Run 1, M3 wires:
The bar under the picture is 50 um long.
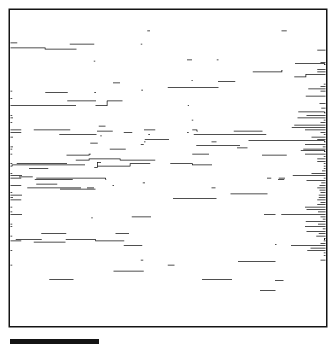
Run 1, where the registers sit:
Other sequential cells in the stronger grey, the rest of the logic in the fainter grey.
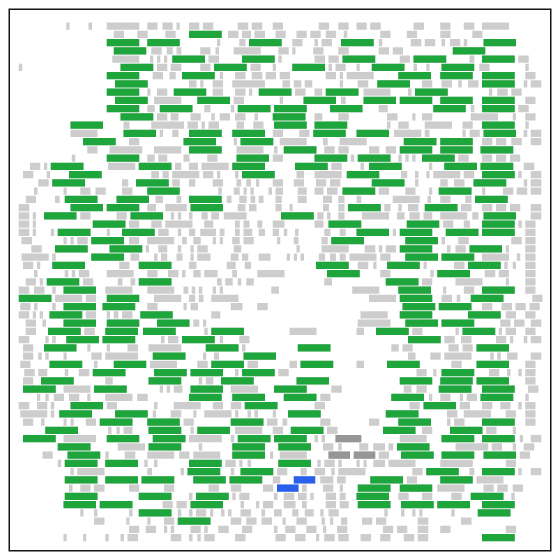
Run 1, gate-type map:
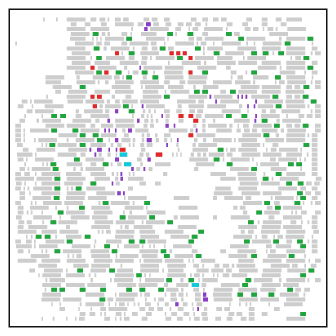
### src/rtl/decode_stage_pkg.sv
// Shared decode definitions: the `instructions` entry struct, RV32 opcode/funct
// constants and immediate-extraction helpers used by decode_comb and decode_stage.
package decode_stage_pkg;

    localparam logic [6:0] OP_LUI    = 7'b0110111;
    localparam logic [6:0] OP_AUIPC  = 7'b0010111;
    localparam logic [6:0] OP_JAL    = 7'b1101111;
    localparam logic [6:0] OP_JALR   = 7'b1100111;
    localparam logic [6:0] OP_BRANCH = 7'b1100011;
    localparam logic [6:0] OP_LOAD   = 7'b0000011;
    localparam logic [6:0] OP_STORE  = 7'b0100011;
    localparam logic [6:0] OP_IMM    = 7'b0010011;
    localparam logic [6:0] OP_REG    = 7'b0110011;
    localparam logic [6:0] OP_FENCE  = 7'b0001111;
    localparam logic [6:0] OP_SYSTEM = 7'b1110011;
    localparam logic [6:0] OP_AMO    = 7'b0101111;

    localparam logic [2:0] F3_BEQ  = 3'b000;
    localparam logic [2:0] F3_BNE  = 3'b001;
    localparam logic [2:0] F3_BLT  = 3'b100;
    localparam logic [2:0] F3_BGE  = 3'b101;
    localparam logic [2:0] F3_BLTU = 3'b110;
    localparam logic [2:0] F3_BGEU = 3'b111;

    localparam logic [2:0] F3_B  = 3'b000;
    localparam logic [2:0] F3_H  = 3'b001;
    localparam logic [2:0] F3_W  = 3'b010;
    localparam logic [2:0] F3_BU = 3'b100;
    localparam logic [2:0] F3_HU = 3'b101;

    localparam logic [2:0] F3_ADD  = 3'b000;
    localparam logic [2:0] F3_SLL  = 3'b001;
    localparam logic [2:0] F3_SLT  = 3'b010;
    localparam logic [2:0] F3_SLTU = 3'b011;
    localparam logic [2:0] F3_XOR  = 3'b100;
    localparam logic [2:0] F3_SR   = 3'b101;
    localparam logic [2:0] F3_OR   = 3'b110;
    localparam logic [2:0] F3_AND  = 3'b111;

    localparam logic [2:0] F3_MUL    = 3'b000;
    localparam logic [2:0] F3_MULH   = 3'b001;
    localparam logic [2:0] F3_MULHSU = 3'b010;
    localparam logic [2:0] F3_MULHU  = 3'b011;
    localparam logic [2:0] F3_DIV    = 3'b100;
    localparam logic [2:0] F3_DIVU   = 3'b101;
    localparam logic [2:0] F3_REM    = 3'b110;
    localparam logic [2:0] F3_REMU   = 3'b111;

    localparam logic [2:0] F3_FENCE   = 3'b000;
    localparam logic [2:0] F3_FENCE_I = 3'b001;

    localparam logic [6:0] F7_BASE   = 7'b0000000;
    localparam logic [6:0] F7_ALT    = 7'b0100000;
    localparam logic [6:0] F7_MULDIV = 7'b0000001;

    localparam logic [4:0] F5_LR      = 5'b00010;
    localparam logic [4:0] F5_SC      = 5'b00011;
    localparam logic [4:0] F5_AMOSWAP = 5'b00001;
    localparam logic [4:0] F5_AMOADD  = 5'b00000;
    localparam logic [4:0] F5_AMOXOR  = 5'b00100;
    localparam logic [4:0] F5_AMOAND  = 5'b01100;
    localparam logic [4:0] F5_AMOOR   = 5'b01000;
    localparam logic [4:0] F5_AMOMIN  = 5'b10000;
    localparam logic [4:0] F5_AMOMAX  = 5'b10100;
    localparam logic [4:0] F5_AMOMINU = 5'b11000;
    localparam logic [4:0] F5_AMOMAXU = 5'b11100;

    localparam logic [31:0] INSTR_ECALL  = 32'h0000_0073;
    localparam logic [31:0] INSTR_EBREAK = 32'h0010_0073;

    typedef struct packed {
        logic [31:0] pc;
        logic [31:0] imm;
        logic [4:0]  rd;
        logic [4:0]  rs1;
        logic [4:0]  rs2;
        logic        writes_to_reg;
        logic        is_load;
        logic        is_store;
        logic        is_conditional_jump;
        logic        illegal;
        logic        aq;
        logic        rl;
        logic lui, auipc, jal, jalr;
        logic beq, bne, blt, bge, bltu, bgeu;
        logic lb, lh, lw, lbu, lhu, sb, sh, sw;
        logic addi, slti, sltiu, xori, ori, andi, slli, srli, srai;
        logic add, sub, sll, slt, sltu, xor_, srl, sra, or_, and_;
        logic fence, fence_i, ecall, ebreak;
        logic mul, mulh, mulhsu, mulhu, div, divu, rem, remu;
        logic lr_w, sc_w, amoswap_w, amoadd_w, amoxor_w, amoand_w, amoor_w;
        logic amomin_w, amomax_w, amominu_w, amomaxu_w;
    } instructions;

    function automatic logic [31:0] imm_i(input logic [31:0] w);
        return {{21{w[31]}}, w[30:20]};
    endfunction

    function automatic logic [31:0] imm_s(input logic [31:0] w);
        return {{21{w[31]}}, w[30:25], w[11:7]};
    endfunction

    function automatic logic [31:0] imm_b(input logic [31:0] w);
        return {{20{w[31]}}, w[7], w[30:25], w[11:8], 1'b0};
    endfunction

    function automatic logic [31:0] imm_u(input logic [31:0] w);
        return {w[31:12], 12'b0};
    endfunction

    function automatic logic [31:0] imm_j(input logic [31:0] w);
        return {{12{w[31]}}, w[19:12], w[20], w[30:21], 1'b0};
    endfunction

endpackage

### src/rtl/decode_comb.sv
// Purely combinational RV32IM word-to-entry decoder; lr/sc/amo*.w are decoded
// only when DECODE_RV32A_EN is defined, otherwise they fall through as illegal.
module decode_comb
    import decode_stage_pkg::*;
(
    input  logic [31:0] instr_i,
    input  logic [31:0] pc_i,
    output instructions dec_o
);

    logic [6:0] opc;
    logic [2:0] f3;
    logic [6:0] f7;

    assign opc = instr_i[6:0];
    assign f3  = instr_i[14:12];
    assign f7  = instr_i[31:25];

    always_comb begin
        instructions d;
        logic t_r, t_i, t_s, t_b, t_u, t_j;
        logic legal;

        d   = '0;
        t_r = 1'b0;
        t_i = 1'b0;
        t_s = 1'b0;
        t_b = 1'b0;
        t_u = 1'b0;
        t_j = 1'b0;

        // a type flag is raised only when the encoding fully matches
        case (opc)
            OP_LUI:   begin d.lui = 1'b1;   t_u = 1'b1; end
            OP_AUIPC: begin d.auipc = 1'b1; t_u = 1'b1; end
            OP_JAL:   begin d.jal = 1'b1;   t_j = 1'b1; end
            OP_JALR: begin
                if (f3 == 3'b000) begin d.jalr = 1'b1; t_i = 1'b1; end
            end
            OP_BRANCH: begin
                t_b = 1'b1;
                case (f3)
                    F3_BEQ:  d.beq  = 1'b1;
                    F3_BNE:  d.bne  = 1'b1;
                    F3_BLT:  d.blt  = 1'b1;
                    F3_BGE:  d.bge  = 1'b1;
                    F3_BLTU: d.bltu = 1'b1;
                    F3_BGEU: d.bgeu = 1'b1;
                    default: t_b = 1'b0;
                endcase
                d.is_conditional_jump = t_b;
            end
            OP_LOAD: begin
                t_i = 1'b1;
                case (f3)
                    F3_B:    d.lb  = 1'b1;
                    F3_H:    d.lh  = 1'b1;
                    F3_W:    d.lw  = 1'b1;
                    F3_BU:   d.lbu = 1'b1;
                    F3_HU:   d.lhu = 1'b1;
                    default: t_i = 1'b0;
                endcase
                d.is_load = t_i;
            end
            OP_STORE: begin
                t_s = 1'b1;
                case (f3)
                    F3_B:    d.sb = 1'b1;
                    F3_H:    d.sh = 1'b1;
                    F3_W:    d.sw = 1'b1;
                    default: t_s = 1'b0;
                endcase
                d.is_store = t_s;
            end
            OP_IMM: begin
                t_i = 1'b1;
                case (f3)
                    F3_ADD:  d.addi  = 1'b1;
                    F3_SLT:  d.slti  = 1'b1;
                    F3_SLTU: d.sltiu = 1'b1;
                    F3_XOR:  d.xori  = 1'b1;
                    F3_OR:   d.ori   = 1'b1;
                    F3_AND:  d.andi  = 1'b1;
                    F3_SLL: begin
                        if (f7 == F7_BASE) d.slli = 1'b1;
                        else               t_i    = 1'b0;
                    end
                    default: begin
                        if      (f7 == F7_BASE) d.srli = 1'b1;
                        else if (f7 == F7_ALT)  d.srai = 1'b1;
                        else                    t_i    = 1'b0;
                    end
                endcase
            end
            OP_REG: begin
                t_r = 1'b1;
                case ({f7, f3})
                    {F7_BASE,   F3_ADD}:    d.add    = 1'b1;
                    {F7_ALT,    F3_ADD}:    d.sub    = 1'b1;
                    {F7_BASE,   F3_SLL}:    d.sll    = 1'b1;
                    {F7_BASE,   F3_SLT}:    d.slt    = 1'b1;
                    {F7_BASE,   F3_SLTU}:   d.sltu   = 1'b1;
                    {F7_BASE,   F3_XOR}:    d.xor_   = 1'b1;
                    {F7_BASE,   F3_SR}:     d.srl    = 1'b1;
                    {F7_ALT,    F3_SR}:     d.sra    = 1'b1;
                    {F7_BASE,   F3_OR}:     d.or_    = 1'b1;
                    {F7_BASE,   F3_AND}:    d.and_   = 1'b1;
                    {F7_MULDIV, F3_MUL}:    d.mul    = 1'b1;
                    {F7_MULDIV, F3_MULH}:   d.mulh   = 1'b1;
                    {F7_MULDIV, F3_MULHSU}: d.mulhsu = 1'b1;
                    {F7_MULDIV, F3_MULHU}:  d.mulhu  = 1'b1;
                    {F7_MULDIV, F3_DIV}:    d.div    = 1'b1;
                    {F7_MULDIV, F3_DIVU}:   d.divu   = 1'b1;
                    {F7_MULDIV, F3_REM}:    d.rem    = 1'b1;
                    {F7_MULDIV, F3_REMU}:   d.remu   = 1'b1;
                    default:                t_r      = 1'b0;
                endcase
            end
            OP_FENCE: begin
                t_i = 1'b1;
                case (f3)
                    F3_FENCE:   d.fence   = 1'b1;
                    F3_FENCE_I: d.fence_i = 1'b1;
                    default:    t_i       = 1'b0;
                endcase
            end
            OP_SYSTEM: begin
                if (instr_i == INSTR_ECALL)  begin d.ecall  = 1'b1; t_i = 1'b1; end
                if (instr_i == INSTR_EBREAK) begin d.ebreak = 1'b1; t_i = 1'b1; end
            end
`ifdef DECODE_RV32A_EN
            OP_AMO: begin
                if (f3 == F3_W) begin
                    t_r = 1'b1;
                    case (instr_i[31:27])
                        F5_LR: begin
                            if (instr_i[24:20] == 5'd0) d.lr_w = 1'b1;
                            else                        t_r    = 1'b0;
                        end
                        F5_SC:      d.sc_w      = 1'b1;
                        F5_AMOSWAP: d.amoswap_w = 1'b1;
                        F5_AMOADD:  d.amoadd_w  = 1'b1;
                        F5_AMOXOR:  d.amoxor_w  = 1'b1;
                        F5_AMOAND:  d.amoand_w  = 1'b1;
                        F5_AMOOR:   d.amoor_w   = 1'b1;
                        F5_AMOMIN:  d.amomin_w  = 1'b1;
                        F5_AMOMAX:  d.amomax_w  = 1'b1;
                        F5_AMOMINU: d.amominu_w = 1'b1;
                        F5_AMOMAXU: d.amomaxu_w = 1'b1;
                        default:    t_r         = 1'b0;
                    endcase
                    if (t_r) begin
                        d.aq       = instr_i[26];
                        d.rl       = instr_i[25];
                        d.is_load  = !d.sc_w;
                        d.is_store = !d.lr_w;
                    end
                end
            end
`endif
            default: ;
        endcase

        legal = t_r | t_i | t_s | t_b | t_u | t_j;

        if (legal) begin
            d.rd  = (t_r | t_i | t_u | t_j) ? instr_i[11:7]  : 5'd0;
            d.rs1 = (t_r | t_i | t_s | t_b) ? instr_i[19:15] : 5'd0;
            d.rs2 = (t_r | t_s | t_b)       ? instr_i[24:20] : 5'd0;
            if (t_i)      d.imm = imm_i(instr_i);
            else if (t_s) d.imm = imm_s(instr_i);
            else if (t_b) d.imm = imm_b(instr_i);
            else if (t_u) d.imm = imm_u(instr_i);
            else if (t_j) d.imm = imm_j(instr_i);
            else          d.imm = 32'd0;
            d.writes_to_reg = (t_r | t_i | t_u | t_j) &
                              !(d.fence | d.fence_i | d.ecall | d.ebreak);
        end

        d.illegal = !legal;
        d.pc      = pc_i;
        dec_o     = d;
    end

endmodule

### src/rtl/decode_stage.sv
// Buffered decode stage: decodes fetched words into a DEPTH-entry circular queue
// with valid/ready on both sides and a single-cycle flush. Optional RV32A decode
// is enabled with DECODE_RV32A_EN (see decode_comb).
module decode_stage
    import decode_stage_pkg::*;
#(
    parameter int DEPTH = 2
) (
    input  logic                     clk,
    input  logic                     rstn,
    input  logic                     flush,
    input  logic                     in_valid,
    output logic                     in_ready,
    input  logic [31:0]              in_pc,
    input  logic [31:0]              in_instr,
    output logic                     out_valid,
    input  logic                     out_ready,
    output instructions              out_instr,
    output logic                     out_illegal,
    output logic [4:0]               rs1,
    output logic [4:0]               rs2,
    output logic [$clog2(DEPTH):0]   count
);

    localparam int PTR_W = $clog2(DEPTH);
    localparam int CNT_W = PTR_W + 1;

    instructions dec;
    instructions slot_q [DEPTH];

    logic [PTR_W-1:0] wptr_q, wptr_d;
    logic [PTR_W-1:0] rptr_q, rptr_d;
    logic [CNT_W-1:0] count_q, count_d;
    logic             push, pop;

    decode_comb u_decode_comb (
        .instr_i (in_instr),
        .pc_i    (in_pc),
        .dec_o   (dec)
    );

    // no pass-through when full: ready depends only on registered occupancy
    assign in_ready  = rstn && (count_q != CNT_W'(DEPTH));
    assign out_valid = (count_q != '0);
    assign push      = in_valid && in_ready && !flush;
    assign pop       = out_valid && out_ready && !flush;

    assign out_instr   = out_valid ? slot_q[rptr_q] : '0;
    assign out_illegal = out_instr.illegal;
    assign rs1         = out_instr.rs1;
    assign rs2         = out_instr.rs2;
    assign count       = count_q;

    always_comb begin
        wptr_d  = wptr_q;
        rptr_d  = rptr_q;
        count_d = count_q;
        if (flush) begin
            wptr_d  = '0;
            rptr_d  = '0;
            count_d = '0;
        end else begin
            if (push) wptr_d = wptr_q + 1'b1;
            if (pop)  rptr_d = rptr_q + 1'b1;
            case ({push, pop})
                2'b10:   count_d = count_q + 1'b1;
                2'b01:   count_d = count_q - 1'b1;
                default: count_d = count_q;
            endcase
        end
    end

    always_ff @(posedge clk) begin
        if (!rstn) begin
            wptr_q  <= '0;
            rptr_q  <= '0;
            count_q <= '0;
        end else begin
            wptr_q  <= wptr_d;
            rptr_q  <= rptr_d;
            count_q <= count_d;
        end
    end

    // slot contents need no reset: an entry is only visible once counted
    always_ff @(posedge clk) begin
        if (push) slot_q[wptr_q] <= dec;
    end

endmodule

### config.mk
export PLATFORM = sky130hd
export DESIGN_NAME = decode_stage
export DESIGN_NICKNAME = d
export VERILOG_FILES = /design/src/rtl/decode_stage_pkg.sv /design/src/rtl/decode_comb.sv /design/src/rtl/decode_stage.sv
export SDC_FILE = /design/constraint.sdc
export NUM_CORES = 1
export LEC_CHECK = 0
export CELL_PAD_IN_SITES_DETAIL_PLACEMENT = 1
export CELL_PAD_IN_SITES_GLOBAL_PLACEMENT = 2
export CORE_MARGIN = 2
export CORE_UTILIZATION = 38
export CTS_CLUSTER_DIAMETER = 30
export DETAILED_ROUTE_END_ITERATION = 8
export MAX_ROUTING_LAYER = met4
export PLACE_DENSITY = 0.88
export SYNTH_ARGS = -nofsm -noshare
export SYNTH_HDL_FRONTEND = slang
export SYNTH_SLANG_ARGS = --single-unit
### constraint.sdc
create_clock -name clk -period 12.1 [get_ports clk]
set_clock_uncertainty 0.15 [all_clocks]
set_input_delay 1.21 -clock clk [delete_from_list [all_inputs] [get_ports clk]]
set_output_delay 1.21 -clock clk [all_outputs]
set_load 0.03 [all_outputs]
==> impl_metrics.toml, run 1 <==
# implementation run metrics
[run_status]
outcome = "complete, no violations"

[synth]
edf_count = 266
ys_types = 50
ys_seq_share_pct = 70.3
yosys_area_um2 = 11500
yosys.area.top_type = "edfxtp_1"
synth.yosys.warnings = 0
ys_cells = 817
synth_area_per_cell_um2 = 14.1

[cells_and_area]
clk_share_pct = 13.0
final_area_um2 = 16000
combGateArea_um2 = 3080
drive_above_1_share_pct = 11.3
nFillCells = 2948
largestClassByArea = "sequential cells"
inverters = 9
area_share_nonclk_buffers_pct = 14.0

[route]
ant_nets = 0
detail_route.iter0.violations = 419
vias = 7395
first_pass_iters = 4
drt-wirelength-per-cell_um = 20.3
drt-vias-per-instance = 4.94

[timing]
hold_slack_ns = 0.372
drv_slew = 0
relSlewSlack_pct = 26.6
worst_pin_slew_ns = 1.10

[flow_run]
drv_cap = 0

[worst_hold_path]
hold_path_end = "rptr_q"
hp-class = "reg2reg"

[cts]
postCtsResizedCells = 0
cts_hold_buffers = 0
cts_max_path_buffers = 3

[grt]
met2_usage_pct = 32.8
overflow = 0
grt_pass1_wl_um = 45600
grt_max_degree = 80

[critical_path]
r2r-start = "count[0]"
r2r-end = "slot_q[1][61]"

[power]
leakage_nw = 5.15
irDropWorstVdd_mv = 0.101

[floorplanning]
boundaryPins = 230

[place]
place_congestion = 0.831
Notes on 'M3 wires' above:
The longest straight run is 42.5 um. The wires run mostly horizontal. The layer holds 5.2% of the routed length.

Notes on 'where the registers sit' above:
`slot_q`: shown in green, placed flops 266, where widely spread. `count`: shown in blue, placed flops 2.

Notes on 'gate-type map' above:
non-inverting ao/oa cells: shown in red, cells 17. mux cells: shown in green, cells 133, where widely spread. nand cells: shown in purple, cells 47. fa/ha/maj cells: shown in cyan, cells 3.
Comb/total area: 19.2%
post-route insts no fill: 1497
most instantiated logic cell after routing: edfxtp_1

run 1: sequential cells by signal, summed over array words and instances (netlist names), named ones only:
| signal | flops |
|---|---|
| slot_q | 266 |
| rptr_q | 1 |
| wptr_q | 1 |
| count | 2 |
run 1: report_power, final:
part | internal [mW] | switching (mW) | leakage [nW]
clock network | 1.12 | 0.520 | 0.994
logic | 0.0370 | 0.0567 | 1.68
registers | 1.04 | 0.00252 | 2.48
total | 2.19 | 0.579 | 5.15
run 1: worst max-delay path, stage by stage (launching register included):
cell	delay (ns)
dfxtp_4	0.60
buf_4	0.76
buf_4	0.95
mux2i_1	0.20
nor2_1	0.19
clkdlybuf4s50_1	0.71
Run 1, routing congestion:
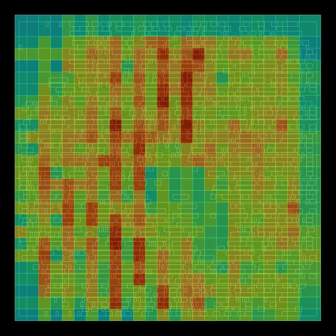

==> run 1 -> run 2 <==
--- a/config.mk
+++ b/config.mk
@@ -8,11 +8,11 @@
 export CELL_PAD_IN_SITES_DETAIL_PLACEMENT = 1
 export CELL_PAD_IN_SITES_GLOBAL_PLACEMENT = 2
 export CORE_MARGIN = 2
-export CORE_UTILIZATION = 38
+export CORE_UTILIZATION = 35
 export CTS_CLUSTER_DIAMETER = 30
 export DETAILED_ROUTE_END_ITERATION = 8
 export MAX_ROUTING_LAYER = met4
-export PLACE_DENSITY = 0.88
+export PLACE_DENSITY = 0.82
 export SYNTH_ARGS = -nofsm -noshare
 export SYNTH_HDL_FRONTEND = slang
 export SYNTH_SLANG_ARGS = --single-unit
==> constraint.sdc (replaced) <==
create_clock -name clk -period 5 [get_ports clk]
set_clock_uncertainty 0.15 [all_clocks]
set_input_delay 0.5 -clock clk [delete_from_list [all_inputs] [get_ports clk]]
set_output_delay 0.5 -clock clk [all_outputs]
set_load 0.03 [all_outputs]
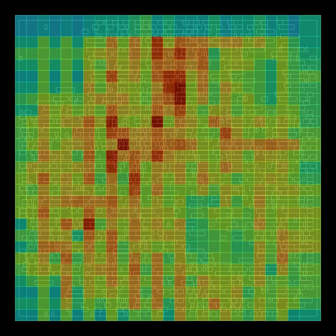
Run 2: routing congestion
GR Util All Layers: 18.3%
DR WL/cell: 19.8 um
gr busiest metal: met2
M3 GR Usage: 4.03%

==> run 2 against run 1 <==
  * Non-clock buffer count up 3
  * First-iteration DRC count decreased by 22%
  * Highest routed layer unchanged
  * Cell count increased by 3.5%
  * Sequential power grew 140%
  * Count of clock-buffer cells in the layout increased by 1
  * Sequential cell count unchanged
  * Largest power group unchanged
  * Setup slack lost 5.4 ns
  * Global-route usage is 1.3 points lower
  * Synthesized area unchanged
  * Final area is 0.79% higher
  * Critical endpoint is now out_instr[47]
  * Critical path type unchanged
==> impl_metrics.toml, run 2 <==
# implementation run metrics
[run_status]
outcome = "complete, no violations"

[synth]
logic_family = "simple AND/OR/NAND/NOR gates"
edf_count = 266
synth_flop_count = 271
ys_types = 50
yosys_area_um2 = 11500
ys_seq_share_pct = 70.3
ys_cells = 817
simple_gate_area_share_pct = 11.7
dominantRegCellSynth = "edfxtp_1"
synth_area_per_cell_um2 = 14.1
compound_area_share_pct = 2.30
ys_async_sr_fraction_pct = 0
yosys.area.top_type = "edfxtp_1"
syn_area_um2 = 11500
ys_sh_adder_pct = 0.326
synth.yosys.warnings = 0
common_cells = "266 x edfxtp_1, 192 x nor2_1, 133 x mux2i_1"

[critical_path]
cp_slowest_stage_delay_ns = 1.01
crit_type = "reg2out"
crit_path_top_delay_cell = "dfxtp_4"
endpoint_kind = "primary output"
critPathBufInv = 2
worstPathCellList = "buf_4 -> mux2i_1 -> nor2_1 -> clkdlybuf4s50_1"
r2r-end = "slot_q[1][115]"
path_delay_family = "buffers and inverters"
r2r-start = "count[0]"
critPathRequiredTime_ns = 4.35
worst-path-stages = 4

[cells_and_area]
finish.utilization_pct = 49.8
final_cells = 1550
combGateArea_um2 = 3080
drive_above_1_share_pct = 11.7
final_cell_mix = "266 x edfxtp_1, 216 x clkdlybuf4s50_1, 189 x nor2_1"
largest_reg_flops = 266
area_delta_synth_final_pct = 40.4
nFillCells = 3251
mostFrequentLayoutCell = "edfxtp_1"
largest-register = "slot_q"
final_area_um2 = 16200

[timing]
drv_slew = 0
grt_setup_unrepaired = "no"
hold_slack_ns = 0.348
fin_crit_ns = 3.70
max_freq_mhz = 270
relSlewSlack_pct = 27.6
worst_pin_slew_ns = 1.09

[cts]
postCtsResizedCells = 0
cts_max_path_buffers = 3
cts_tree = "done"
clk_latency_ns = 0.55
clk_pin_slew_worst_paths_ns = 0.04
cts_hold_buffers = 0
cts_sinks = 271

[floorplanning]
die_w_um = 185
dieArea_um2 = 34400
die_height_um = 185
rows = 66
initCoreUtil_pct = 35.5
boundaryPins = 230

[route]
highest_layer = "met4"
route.detailed.drc = 0
drt-vias-per-instance = 4.84
first_pass_iters = 4
detail_route.iter0.violations = 328
ant_nets = 0
wl_met2_um = 15000

[power]
power_frac_clock_pct = 58.5
leakage_nw = 5.13
irDropWorstVdd_mv = 0.301
power.density_nw_per_um2 = 409
seqPwrFrac_pct = 38.0
power.total_mw = 6.61
switching_share_pct = 21.8
p_int_mw = 5.17
combPwrFrac_pct = 3.5
p_switching_mw = 1.44

[worst_hold_path]
holdPathStages = 2
hp-class = "reg2reg"

[grt]
overflow = 0
grt_pass1_vias = 7964
grt_pass1_wl_um = 46100
antenna_found_initial = 1
grt_max_degree = 75
use_met1_pct = 22.9

[flow_run]
drv_cap = 0

[place]
place_congestion = 0.857
dp_hpwl_um = 20000
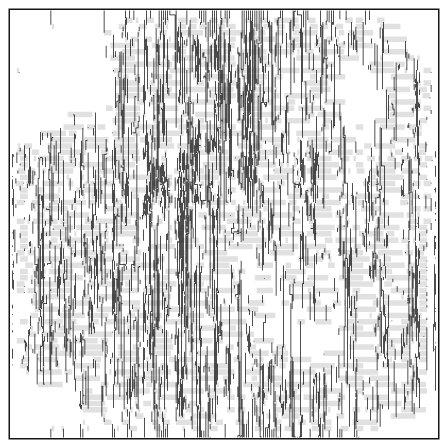
Run 2: signal wires on met2
The layer holds 49% of the routed length. The wires run mostly vertical. The layer carries 15000 um of wire. The longest straight run is 61.2 um. 1025 nets have wire on it.
met2 GRT Util: 29.7%
DR vias: 7500
routed wire length: 30700 um

==> run 2: cell counts after synthesis <==
No cell type changed its count.
==> run 2: power groups by stage <==
stage,logic (mW),registers (mW),clock network [mW]
final,0.231,2.51,3.87
after global routing,0.248,2.51,4.05
after CTS,0.233,2.51,3.94
after detailed placement,0.231,2.55,0
after global placement,0.228,2.55,0
after floorplan,0.116,2.55,0
==> run 2: cell type report <==
type                    instances  share of cell area, %
flip-flops and latches        271                   50.1
multi-input cells             485                   19.1
repair buffers                229                   14.5
clock buffers                  65                   9.41
well taps                     442                   3.42
clock inverters                48                   3.26
inverters                       9                  0.209
diodes                          1                 0.0155
==> run 2: worst max-delay path by stage <==
stage	to
floorplan	slot_q[1][0]
global placement	slot_q[0][82]
detailed placement	slot_q[0][83]
CTS	out_instr[47]
global route	out_instr[47]
finish	out_instr[47]
Power and IR drop assume default switching activity.
